**Floorplan with the power grid**

Bar = 50 um. Pins as bars on the die edge.
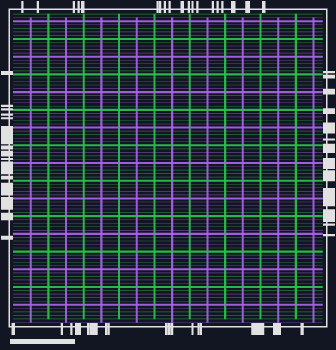
**Placement by cell class**

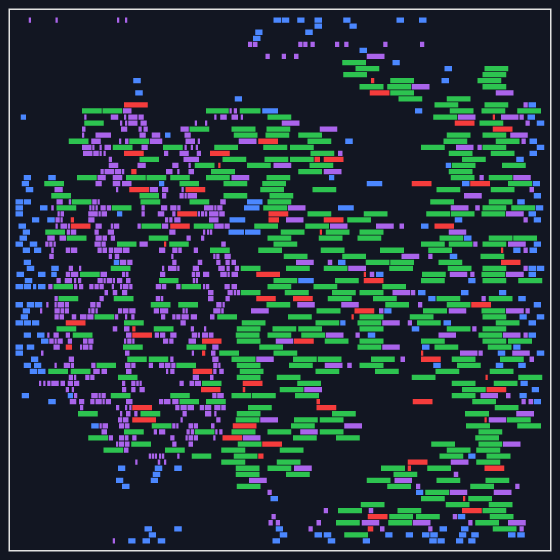
**Clock distribution**

Bar = 50 um.
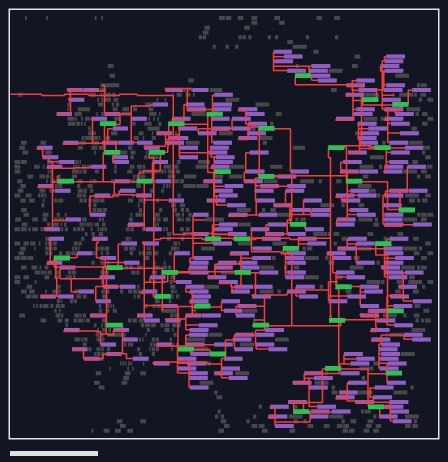
<file path="src/rtl/instr_fetch_unit.sv">
// Instruction fetch unit: issues sequential word reads, queues returned words with their PCs.
// Define MISALIGN_TRAP_EN to trap misaligned redirects; otherwise redirect_addr[1:0] is masked.
module instr_fetch_unit #(
  parameter logic [31:0] RESET_PC = 32'h0000_0000,
  parameter int unsigned DEPTH    = 4,
  parameter int unsigned MAX_OUT  = 4
) (
  input  logic        CLK,
  input  logic        Reset,
  input  logic        fetch_en,
  input  logic        redirect,
  input  logic [31:0] redirect_addr,
  output logic        mem_req,
  input  logic        mem_gnt,
  output logic [31:0] mem_addr,
  input  logic        mem_rvalid,
  input  logic [31:0] mem_rdata,
  output logic        ins_valid,
  input  logic        ins_ready,
  output logic [31:0] ins_out,
  output logic [31:0] ins_pc,
  output logic        fetch_fault
);

  localparam int unsigned AW = $clog2(DEPTH);

`ifdef MISALIGN_TRAP_EN
  typedef enum logic [1:0] {IDLE, RUN, FAULT} state_t;
`else
  typedef enum logic [1:0] {IDLE, RUN} state_t;
`endif

  state_t        state;
  logic [31:0]   fetch_addr;
  logic [31:0]   rsp_pc;
  logic [3:0]    inflight;
  logic [3:0]    drop;
  logic [AW:0]   count;
  logic [AW-1:0] wptr;
  logic [AW-1:0] rptr;
  logic [31:0]   q_data [DEPTH];
  logic [31:0]   q_pc   [DEPTH];

  logic          grant;
  logic          push;
  logic          pop;
  logic [3:0]    inflight_next;
  logic [31:0]   redir_addr;

`ifdef MISALIGN_TRAP_EN
  assign redir_addr  = redirect_addr;
  assign fetch_fault = (state == FAULT);
`else
  logic unused_low_bits;
  assign unused_low_bits = ^redirect_addr[1:0];
  assign redir_addr      = {redirect_addr[31:2], 2'b00};
  assign fetch_fault     = 1'b0;
`endif

  // Credit rule: every in-flight read has a guaranteed queue slot, so pushes never overflow.
  assign mem_req  = (state == RUN) &&
                    ((32'(count) + 32'(inflight)) < DEPTH) &&
                    (32'(inflight) < MAX_OUT);
  assign mem_addr = fetch_addr;
  assign grant    = mem_req && mem_gnt;

  assign ins_valid = (count != '0);
  assign ins_out   = ins_valid ? q_data[rptr] : 32'd0;
  assign ins_pc    = ins_valid ? q_pc[rptr]   : 32'd0;

  assign push          = mem_rvalid && (drop == 4'd0) && !redirect;
  assign pop           = ins_valid && ins_ready && !redirect;
  assign inflight_next = inflight + {3'd0, grant} - {3'd0, mem_rvalid};

  always_ff @(posedge CLK or negedge Reset) begin
    if (!Reset) begin
      state      <= IDLE;
      fetch_addr <= RESET_PC;
      rsp_pc     <= RESET_PC;
      inflight   <= 4'd0;
      drop       <= 4'd0;
      count      <= '0;
      wptr       <= '0;
      rptr       <= '0;
    end else begin
      inflight <= inflight_next;
      if (redirect) begin
        // Everything still outstanding after this cycle belongs to the old stream.
        fetch_addr <= redir_addr;
        rsp_pc     <= redir_addr;
        drop       <= inflight_next;
        count      <= '0;
        wptr       <= '0;
        rptr       <= '0;
`ifdef MISALIGN_TRAP_EN
        if (redirect_addr[1:0] != 2'b00)
          state <= FAULT;
        else
          state <= fetch_en ? RUN : IDLE;
`else
        state <= fetch_en ? RUN : IDLE;
`endif
      end else begin
        if (grant)
          fetch_addr <= fetch_addr + 32'd4;
        if (mem_rvalid && (drop != 4'd0))
          drop <= drop - 4'd1;
        if (push) begin
          wptr   <= wptr + AW'(1);
          rsp_pc <= rsp_pc + 32'd4;
        end
        if (pop)
          rptr <= rptr + AW'(1);
        count <= count + {{AW{1'b0}}, push} - {{AW{1'b0}}, pop};
`ifdef MISALIGN_TRAP_EN
        if (state != FAULT)
          state <= fetch_en ? RUN : IDLE;
`else
        state <= fetch_en ? RUN : IDLE;
`endif
      end
    end
  end

  always_ff @(posedge CLK) begin
    if (push) begin
      q_data[wptr] <= mem_rdata;
      q_pc[wptr]   <= rsp_pc;
    end
  end

endmodule

</file>
<file path="config.mk">
export PLATFORM = sky130hd
export DESIGN_NAME = instr_fetch_unit
export DESIGN_NICKNAME = d
export VERILOG_FILES = /design/src/rtl/instr_fetch_unit.sv
export SDC_FILE = /design/constraint.sdc
export NUM_CORES = 1
export LEC_CHECK = 0
export CORE_MARGIN = 2
export CORE_UTILIZATION = 25
export DETAILED_ROUTE_END_ITERATION = 8
export PLACE_DENSITY = 0.45
export SYNTH_ARGS = -nofsm -noshare
export SYNTH_HDL_FRONTEND = slang
export SYNTH_SLANG_ARGS = --single-unit
</file>
<file path="constraint.sdc">
create_clock -name CLK -period 4.35 [get_ports CLK]
set_input_delay 0.87 -clock CLK [delete_from_list [all_inputs] [get_ports CLK]]
set_output_delay 0.87 -clock CLK [all_outputs]
set_load 0.01 [all_outputs]
</file>
==> flow_summary.toml <==
# physical design summary
[outcome]
status = "complete, no violations"

[logic_synthesis]
ys_seq_share_pct = 65.7
ff_type = "edfxtp_1"
mux_share_pct = 10.5
edf_count = 248
post_synth.cell_area_avg_um2 = 15.0
yosys.area_share.simple_pct = 12.7
yosysCellCount = 946
ys_top_cells_by_count = "edfxtp_1 (248), dfrtp_1 (76), and2_1 (65), mux4_2 (62), nor2_1 (50)"
syn_area_mm2 = 0.0142
yosysWarnings = 0
top_cells_by_area = "edfxtp_1 (52%), dfrtp_1 (13%), mux4_2 (9.8%), and2_1 (2.9%), ha_1 (1.5%)"
fa_ha_area_share_pct = 1.78
ys_chip_area_mm2 = 0.0142
synth_area_leader_cell = "edfxtp_1"
synth-xor-area-share_pct = 1.17
synthTopLogicFamily = "simple AND/OR/NAND/NOR gates"

[route]
drt_iter0_markers = 582
num_vias = 8790
firstDrtPassIters = 5

[final_timing]
period_needed_ns = 3.67
worst_pin_slew_ns = 0.891
timing_hold_violations_final = 0

[placed_design]
hpwlAfterDp_um = 23800
portBuffers = 162

[floorplanning]
fp_util_pct = 25.3
io_pins = 170

[run]
warnings = 32
cap_violations = 0

[global_route]
antenna_found_initial = 0
grt_remaining_overflow = 0
grt_max_degree = 64

[power]
switchingPower_mw = 2.57
leakagePower_nw = 5.89
pwr-share-seq_pct = 40.3
power_density_mw_per_mm2 = 514

[critical_path]
path_delay_family = "buffers and inverters"
crit_cells = 4
slowest_stage = "dfrtp_4"
reg2reg_from = "count[2]$_DFF_PN0_"
reg2reg_depth = 12
criticalPathCategory = "reg -> out"
reg2reg_slack_ns = 1.27
cp.arrival_ns = 2.80
crit_required_ns = 3.48
cp-startpoint = "rptr[0]$_DFFE_PN0P_"

[layout]
flop_area_mm2 = 0.00935
nonClkBufAreaFrac_pct = 10.3
largest_register = "q_data"
final_layout_top_logic_cell = "edfxtp_1"
seq_cells = 324
fin_nets = 1198
comb.multi_input.count = 539
area_dominant_class = "registers"
clk_share_pct = 7.05

[clock_tree]
cts_tree = "built"
cts-root-buf = "clkbuf_16"
cts_setup_buffers = 0
cts_buffers = 39
clockBufferDepth = 3
postCtsHoldBufs = 0
path_clk_slew_ns = 0.06

[min_path]
min_path_type = "in -> async"
Back to the opening pictures, 'floorplan with the power grid':
Key: VSS = purple; VDD = green
88 met1 rails follow the rows. 170 signal pins sit on the boundary. 17 straps on met4.
die height: 243 um
Die W: 243 um
Max VDD drop: 0.200 mV

Back to the opening pictures, 'placement by cell class':
Key: combinational and other logic = purple [cells 563]; sequential cells = green [cells 324]; clock drivers and dummy loads = red [cells 69]; remaining buffers and delay cells = blue [cells 180]
fraction of area in registers: 51.8%
row count: 87
core area: 0.0563 mm^2
final instance area: 0.0181 mm^2
Final Util: 32.1%

Back to the opening pictures, 'clock distribution':
Key: flip-flops = purple [count 324]; clock drivers = green [count 39]; clock wires = red [length 4670 um]
Position of the flops: all over the die.
Clk pwr share: 35.0%
clk_skew: 0.0127 ns
clk pwr: 3.25 mW
clk_lat worst skew: 0.54 ns

[layer usage]
layer	vias to the layer above	track usage [%]	share of wire [%]
met4	0	3.32	1.6
met1	4453	17.4	46
li1	4042	-	-
met3	40	2.97	5.5
met2	255	20.5	47
met5	-	0	0
[power by group through the flow]
stage	clock, mW	sequential (mW)	combinational, mW
after floorplan	0	3.70	1.29
after global placement	0	3.81	2.36
after detailed placement	0	3.81	2.37
after CTS	3.36	3.75	2.37
after global routing	3.48	3.78	2.52
final	3.25	3.74	2.29
[per-stage QoR]
stage	hold slack (ns)	cells	worst slack (ns)
global placement	0.542	1823	1.05
detailed placement	0.543	1823	1.05
floorplan	0.474	950	0.829
global route	0.462	1892	0.489
CTS	0.428	1892	0.522
finish	0.427	1892	0.677
No activity file was given, so power comes from the tool's default toggle rates.
